==> config.mk <==
export PLATFORM = sky130hd
export DESIGN_NAME = neuron_state_obi_initiator
export DESIGN_NICKNAME = d
export VERILOG_FILES = /design/src/rtl/neuron_state_obi_initiator.sv
export SDC_FILE = /design/constraint.sdc
export NUM_CORES = 1
export LEC_CHECK = 0
export ABC_CLOCK_PERIOD_IN_PS = 2830
export CORE_MARGIN = 2
export CORE_UTILIZATION = 46
export CTS_CLUSTER_DIAMETER = 120
export CTS_CLUSTER_SIZE = 14
export DETAILED_ROUTE_END_ITERATION = 8
export PLACE_DENSITY = 0.82
export SYNTH_ARGS = -nofsm -noshare
export SYNTH_HDL_FRONTEND = slang
export SYNTH_SLANG_ARGS = --single-unit
export TNS_END_PERCENT = 20
==> constraint.sdc <==
create_clock -name CLK -period 2.83 [get_ports CLK]
set_input_delay 0.283 -clock CLK [delete_from_list [all_inputs] [get_ports CLK]]
set_output_delay 0.283 -clock CLK [all_outputs]
set_load 0.005 [all_outputs]
==> run_1/m1.png <==
Supply wires on this layer in gray.
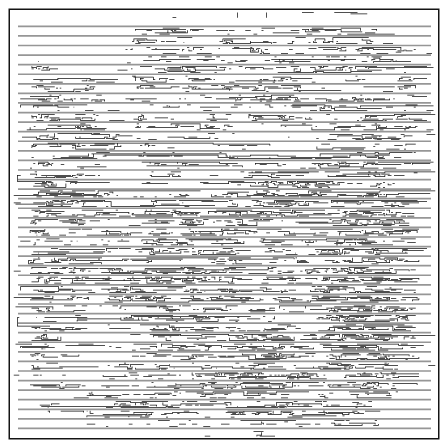
- longest straight run: 46.9 microns
- wire length on this layer: 8,020 microns
Post-Route WL: 19,700 microns
met1 Track Usage GR: 31.1%
vias after detailed routing: 6,788

==> run_1/m2.png <==
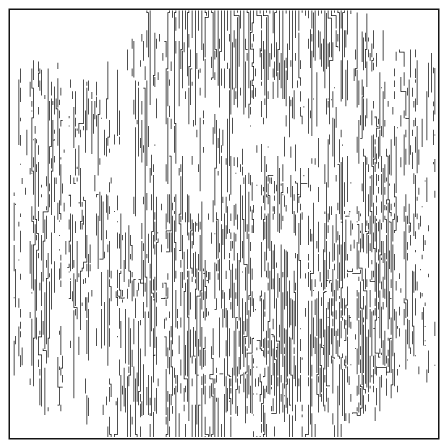
- main direction: vertical
- longest straight run: 53.7 microns
- share of all routed wire: 48%
global-route met2 utilization: 43.1%

==> run_1/m3.png <==
The bar under the picture is 20 microns long. Cells faint in the background.
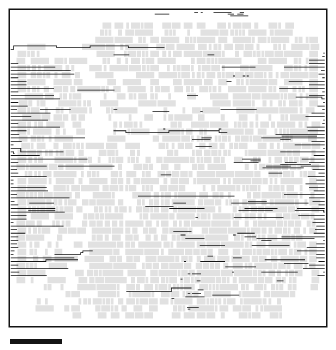
- share of all routed wire: 8.6%
- main direction: horizontal
- nets with wire on the layer: 173
met3 demand-to-capacity share in global routing: 8.52%

==> run_1/m4.png <==
Supply wires on this layer in gray. Cells faint in the background.
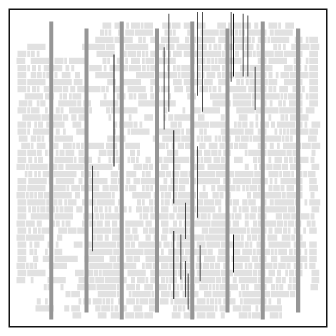
- main direction: vertical
- nets with wire on the layer: 15
- wire length on this layer: 494 microns
- longest straight run: 42.8 microns
- share of all routed wire: 2.5%

==> summary.rpt, run 1 <==
FLOW METRICS REPORT
----------------------------------------------------
[Run status]
  Result of the run ........................ complete, but fails checks
  Failing checks ........................ negative setup slack

[Clocking]
  Inserted Clock Buffers ........................ 17
  Buffer type at the clock tree root ........................ clkbuf_16
  TritonCTS clock tree ........................ built
  CTS Sinks ........................ 126
  Clock edge transition at the registers on the reported setup and hold paths ........................ 0.06 ns

[Final timing]
  Share of the clock period used by the worst path after layout ........................ 104%
  Fmax ........................ 341 MHz
  Hold Violations, Final ........................ 0
  Final critical-path setup slack ........................ -0.104 ns
  Slew Limit Fails ........................ 0
  Worst-margin pin slew ........................ 0.780 ns
  Unrepaired setup endpoints after global routing ........................ true
  Slew HR ........................ 48.0%
  Count of endpoints failing setup in the final report ........................ 12

[Finish]
  Layout Area Growth over Synthesis ........................ 52.8%
  Post-layout instance count excluding filler cells ........................ 1,265
  Proportion of layout cells with a drive suffix above 1 ........................ 13.2%
  Commonest Layout Cell ........................ nand2_1
  Total of fill cells in the finished design ........................ 1,027
  Diode insertion count for antenna repair ........................ 0

[Placement]
  Gpl congestion ........................ 0.888
  PortBufs ........................ 224
  Detailed placement HPWL ........................ 12,600 microns
  Worst setup slack before clock tree synthesis ........................ -0.0475 ns

[Critical path]
  Largest fanout on the critical path ........................ 2
  Worst EP arrival ........................ 2.65 ns
  Crit path DRT ........................ 2.55 ns
  Register-to-register setup slack ........................ 0.45 ns
  Worst setup SP type ........................ flop

[Synthesis]
  Yosys xor share ........................ 2.75%
  Cell count in the Yosys report ........................ 852
  FFs w/ async S/R, synth ........................ 0%
  Simple Share, Synth ........................ 30.6%
  Post-synthesis area per instance ........................ 7.47 sq um
  Area of the mapped netlist ........................ 6360 sq um
  Yosys stat chip area ........................ 6360 sq um
  Count of flip-flops with a built-in enable after synthesis ........................ 0
  Syn nets ........................ 975
  Synth Warn # ........................ 0
  Adder-Cell Fraction of Synth Area ........................ 2.28%

[Power]
  IR drop worst, VDD ........................ 428 uV
  Total power divided by cell area ........................ 534 nW/um^2
  Pwr Total ........................ 5.19 mW

[Detailed routing]
  Drt drc ........................ 0
  First-iteration detailed-routing DRC count ........................ 548
  Antenna viol nets, final ........................ 0
  First drt pass iteration count ........................ 5
  Via density per instance ........................ 5.37

[Floorplan]
  Std-Cell Core Area ........................ 13,400 sq um
  Floorplan-stage core utilization ........................ 47.5%
  Ports placed on the boundary ........................ 225
  Die extent in y ........................ 122 microns
  Horiz. Die Dim ........................ 122 microns
  Count of standard-cell rows ........................ 42

[Global routing]
  Overflow left after global routing ........................ 0
  Maximum number of pins on one net before global-route repair ........................ 70
  Vias in the first global route ........................ 6,278
  Number of antenna violations at the first check in global routing ........................ 0
  Total global routing track utilization ........................ 25.9%
  Wire length of the first global-routing pass ........................ 30,500 microns

[Job]
  Tally of max-capacitance violations ........................ 0

----------------------------------------------------
-- run 1: timing repair --
| item | CTS | global route |
|---|---|---|
| endpoints found under the setup margin | 27 | 44 |
| hold buffers | 0 | 0 |
| resized | 84 | 36 |
| pin swaps | 18 | 16 |
| setup buffers | 3 | 8 |
| cloned | 2 | 0 |
-- run 1: cells by family (layout without fill, tap and decap cells) --
family | count (synthesis) | in the layout
compound gates | 199 | 199
xor+xnor | 20 | 20
fa+ha+maj | 11 | 11
buf+inv | 80 | 317
flops | 126 | 126
mux | 2 | 2
simple gates | 414 | 414
-- run 1: per-stage QoR --
| stage | setup TNS, ns | hold slack [ns] | utilization (%) | instance area [sq um] |
|---|---|---|---|---|
| 3_5_place_dp | -0.0475 | 0.444 | 65.5 | 8780 |
| 5_1_grt | -2.64 | 0.422 | 72.6 | 9730 |
| 2_1_floorplan | 0 | 0.416 | - | 6360 |
| 3_3_place_gp | -0.0312 | 0.437 | 65.5 | 8780 |
| 4_1_cts | -1.07 | 0.394 | 70.8 | 9480 |
| 6_report | -0.540 | 0.408 | 72.6 | 9730 |
-- run 1: cell usage after synthesis (4+ instances only) --
master | number | area [sq um]
nor2_1 | 33 | 124
buf_4 | 7 | 52.6
dfxtp_1 | 126 | 2520
xnor2_1 | 16 | 140
a21o_1 | 4 | 30.0
a21oi_1 | 142 | 711
a22o_1 | 5 | 43.8
and3_1 | 34 | 213
nor3_1 | 9 | 45.0
nand2_1 | 241 | 905
xor2_1 | 4 | 35.0
nand3_1 | 13 | 65.1
nor3b_1 | 4 | 30.0
o21ai_0 | 12 | 60.1
buf_6 | 4 | 45.0
inv_1 | 14 | 52.6
and2_1 | 7 | 43.8
ha_1 | 10 | 125
and4_1 | 4 | 35.0
buf_2 | 9 | 45.0
or4_1 | 6 | 45.0
nand4_1 | 14 | 87.6
o31ai_1 | 7 | 52.6
clkbuf_1 | 43 | 161
a211oi_1 | 5 | 37.5
nor4_1 | 4 | 25.0
nand2b_1 | 7 | 43.8
or3_1 | 13 | 81.3
nand3b_1 | 9 | 67.6
-- run 1: report_power, final --
group	internal (mW)	total (mW)	switching [mW]	leakage, nW
logic	0.522	1.11	0.586	2.39
registers	1.90	2.00	0.105	1.03
clock network	1.30	2.08	0.783	0.275
total	3.72	5.19	1.47	3.70
-- run 1: routing by layer --
layer  vias to the layer above  GRT usage [%]  wire length (microns)  part of all wire [%]
met1                      3108           31.1                   8020                    41
met4                         0           9.63                    494                   2.5
met5                         -              0                      0                     0
met3                        45           8.52                   1690                   8.5
met2                       269           43.1                   9530                    48
li1                       3366              -                      -                     -
-- run 1: cell type report --
cell class                 instances  area, sq um  area share (%)
clock inverter                     9         85.1           0.875
tap                              176          220            2.26
timing repair buffer             271         2590            26.7
multi-input combinational        646         3750            38.6
sequential                       126         2530            26.0
inverter                          14         52.6           0.540
clock buffer                      23          488            5.02
-- run 1: worst max-delay path: stages (launching register included) --
cell	delay, ns
dfxtp_2	0.35
ha_4	0.14
fa_2	0.20
a21o_1	0.13
a21oi_2	0.08
o211a_4	0.24
buf_4	0.15
or3_4	0.38
or3_1	0.33
a21oi_2	0.12
buf_2	0.12
==> run 1 -> run 2 <==
--- a/config.mk
+++ b/config.mk
@@ -11,6 +11,8 @@
 export CTS_CLUSTER_DIAMETER = 120
 export CTS_CLUSTER_SIZE = 14
 export DETAILED_ROUTE_END_ITERATION = 8
+export GPL_ROUTABILITY_DRIVEN = 0
+export GPL_TIMING_DRIVEN = 0
 export PLACE_DENSITY = 0.82
 export SYNTH_ARGS = -nofsm -noshare
 export SYNTH_HDL_FRONTEND = slang
==> run 2 against run 1 <==
- combinational power increased by 9%
- the run still ends with negative setup slack left
- critical endpoint is now master_req_o[38]
- register-to-register slack got worse by 0.04 ns
- critical path type unchanged
- design area increased by 2.7%
==> summary.rpt, run 2 <==
FLOW METRICS REPORT
----------------------------------------------------
[Run status]
  Failing checks ........................ negative setup slack
  Result of the run ........................ complete, but fails checks

[Final timing]
  Count of endpoints failing setup in the final report ........................ 17
  Hold Violations, Final ........................ 0
  Slew Limit Fails ........................ 0
  Period minus WS final ........................ 3.00 ns
  Worst-margin pin slew ........................ 0.647 ns
  Final critical-path setup slack ........................ -0.174 ns
  Fmax ........................ 333 MHz
  Unrepaired setup endpoints after global routing ........................ true
  Slew HR ........................ 56.6%
  Share of the clock period used by the worst path after layout ........................ 106%
  Final total negative setup slack ........................ -1.00 ns

[Detailed routing]
  Drt drc ........................ 0
  First-iteration detailed-routing DRC count ........................ 539
  Antenna viol nets, final ........................ 0
  Via density per instance ........................ 5.47
  First drt pass iteration count ........................ 7

[Finish]
  Commonest Layout Cell ........................ nand2_1
  Total of fill cells in the finished design ........................ 1,046
  Final Net Count ........................ 1,238
  Combinational gate area ........................ 3780 sq um
  Diode insertion count for antenna repair ........................ 0
  Final instance area ........................ 9990 sq um
  Leading cell types in the layout, fill and taps excluded ........................ nand2_1 (241), clkdlybuf4s50_1 (165), a21oi_1 (134)
  Area taken by flip-flops and latches ........................ 2550 sq um
  Layout Area Growth over Synthesis ........................ 57.0%
  Proportion of layout cells with a drive suffix above 1 ........................ 15.1%

[Power]
  Reg power frac ........................ 35.5%
  Proportion of power drawn by combinational gates ........................ 21.5%
  Clock share of power ........................ 43.0%
  Sw Share ........................ 27.2%
  Total power divided by cell area ........................ 566 nW/um^2
  Net switching component of the power ........................ 1.54 mW
  Lkg Pwr ........................ 3.97 nW
  Pwr Total ........................ 5.66 mW
  IR drop worst, VDD ........................ 444 uV
  Pint ........................ 4.12 mW

[Global routing]
  Wire length of the first global-routing pass ........................ 33,100 microns
  Number of antenna violations at the first check in global routing ........................ 0
  Vias in the first global route ........................ 6,809
  Maximum number of pins on one net before global-route repair ........................ 17
  Overflow left after global routing ........................ 0
  Total global routing track utilization ........................ 28.2%

[Clocking]
  TritonCTS clock tree ........................ built
  Clock edge transition at the registers on the reported setup and hold paths ........................ 0.06 ns
  H-tree depth ........................ 4
  Inserted Clock Buffers ........................ 17
  Buffer type at the clock tree root ........................ clkbuf_16
  Clock latency reported for the late side of the worst-skew pair ........................ 0.43 ns
  CTS Sinks ........................ 126
  CTS Hold Buffers Added ........................ 0

[Critical path]
  Worst setup SP type ........................ flop
  Worst EP arrival ........................ 2.72 ns
  Element type at the critical path end ........................ output pin
  Largest fanout on the critical path ........................ 2
  Crit path DRT ........................ 2.55 ns
  Register-to-register setup slack ........................ 0.41 ns
  R2R cell count ........................ 8

[Synthesis]
  Cell type with the highest aggregate area in the netlist ........................ dfxtp_1
  Syn nets ........................ 975
  FFs w/ async S/R, synth ........................ 0%
  Most numerous cell in the Yosys netlist ........................ nand2_1
  Cell count in the Yosys report ........................ 852
  Post-synthesis area per instance ........................ 7.47 sq um
  Area of the mapped netlist ........................ 6360 sq um
  Most numerous cell types in the synthesized netlist ........................ nand2_1 (241), a21oi_1 (142), dfxtp_1 (126)
  Yosys stat chip area ........................ 6360 sq um
  Share of the synthesized area in the top cell type ........................ 39.6%
  Count of different cell masters after synthesis ........................ 60
  Top cells by area ........................ dfxtp_1 (40%), nand2_1 (14%), a21oi_1 (11%), and3_1 (3.3%), clkbuf_1 (2.5%)
  Synth Warn # ........................ 0
  Count of flip-flops with a built-in enable after synthesis ........................ 0

[Placement]
  Detailed placement HPWL ........................ 14,200 microns
  PortBufs ........................ 223
  Worst setup slack before clock tree synthesis ........................ -0.528 ns
  Placement Cell Area ........................ 8820 sq um

[Job]
  Tally of max-capacitance violations ........................ 0

[Floorplan]
  Die extent in y ........................ 122 microns
  Floorplan-stage core utilization ........................ 47.5%
  Std-Cell Core Area ........................ 13,400 sq um
  Full die area ........................ 14,800 sq um
  Ports placed on the boundary ........................ 225
  Count of standard-cell rows ........................ 42
  Horiz. Die Dim ........................ 122 microns

[Hold path]
  Hold-critical path depth ........................ 3

----------------------------------------------------
==> run 2: final cells by class <==
| cell class | count | area share [%] |
|---|---|---|
| multi-input cells | 646 | 37.9 |
| flip-flops and latches | 126 | 25.5 |
| repair buffers | 245 | 23.1 |
| clock buffers | 21 | 4.81 |
| plain buffers | 65 | 4.12 |
| well taps | 176 | 2.20 |
| clock inverters | 10 | 1.84 |
| inverters | 14 | 0.563 |
==> run 2: power by group through the flow <==
| stage | combinational (mW) | sequential (mW) | clock, mW |
|---|---|---|---|
| 2_1_floorplan | 0.632 | 2.00 | 0 |
| 3_3_place_gp | 1.11 | 2.02 | 0 |
| 3_5_place_dp | 1.13 | 2.03 | 0 |
| 4_1_cts | 1.16 | 2.00 | 2.45 |
| 5_1_grt | 1.31 | 2.02 | 2.54 |
| 6_report | 1.21 | 2.01 | 2.43 |
==> run 2: layer usage <==
metal  share of wire, %  up-vias  global-route usage [%]
li1                   -     3459                       -
met1                 39     3247                    33.2
met2                 48      346                    48.2
met3                9.2       72                    8.80
met4                3.5        0                    10.6
met5                  0        -                       0
==> run 2: kinds of logic (layout without fill, tap and decap cells) <==
family | count (synthesis) | after routing | synth area share, %
AOI/OAI and AO/OA | 199 | 199 | 18.2
xor gates and xnor gates | 20 | 20 | 2.75
adders and majority gates | 11 | 11 | 2.28
buffers and inverters | 80 | 355 | 6.25
DFF | 126 | 126 | 39.6
muxes | 2 | 2 | 0.315
and+or+nand+nor | 414 | 414 | 30.6
==> run 2: metrics by stage <==
stage | cells | hold slack, ns | util, %
final | 1303 | 0.243 | 74.6
after floorplan | 852 | 0.416 | -
after detailed placement | 1251 | 0.442 | 65.8
after CTS | 1294 | 0.239 | 73.5
after global routing | 1303 | 0.258 | 74.6
after global placement | 1251 | 0.438 | 65.8
==> run 2: critical path, stage by stage (launching register included) <==
cell and delay, ns:
dfxtp_4 0.36, ha_4 0.16, fa_2 0.35, a21o_1 0.22
a21oi_4 0.18, buf_4 0.13, o21ai_0 0.10, a21oi_1 0.26
xor2_1 0.20, nor2_1 0.07, dlygate4sd2_1 0.27
==> run 2: what timing repair did <==
| item | CTS | global route |
|---|---|---|
| pin swaps | 24 | 15 |
| buffers inserted | 11 | 11 |
| resized | 165 | 51 |
| gates cloned | 1 | 0 |
| endpoints found under the setup margin | 63 | 37 |
==> run_2/m2.png <==
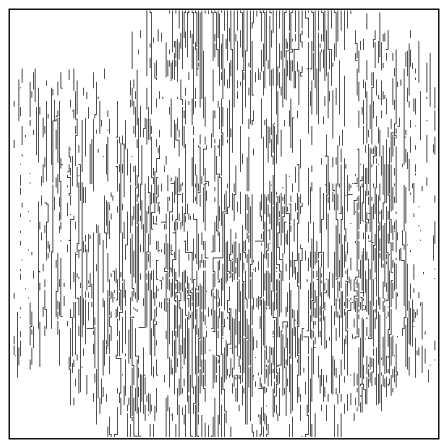
- share of all routed wire: 48%
- longest straight run: 52.4 microns
global-route met2 utilization: 48.2%
vias after detailed routing: 7,124
Post-Route WL: 21,400 microns

Power is estimated from default activity; no workload was simulated.
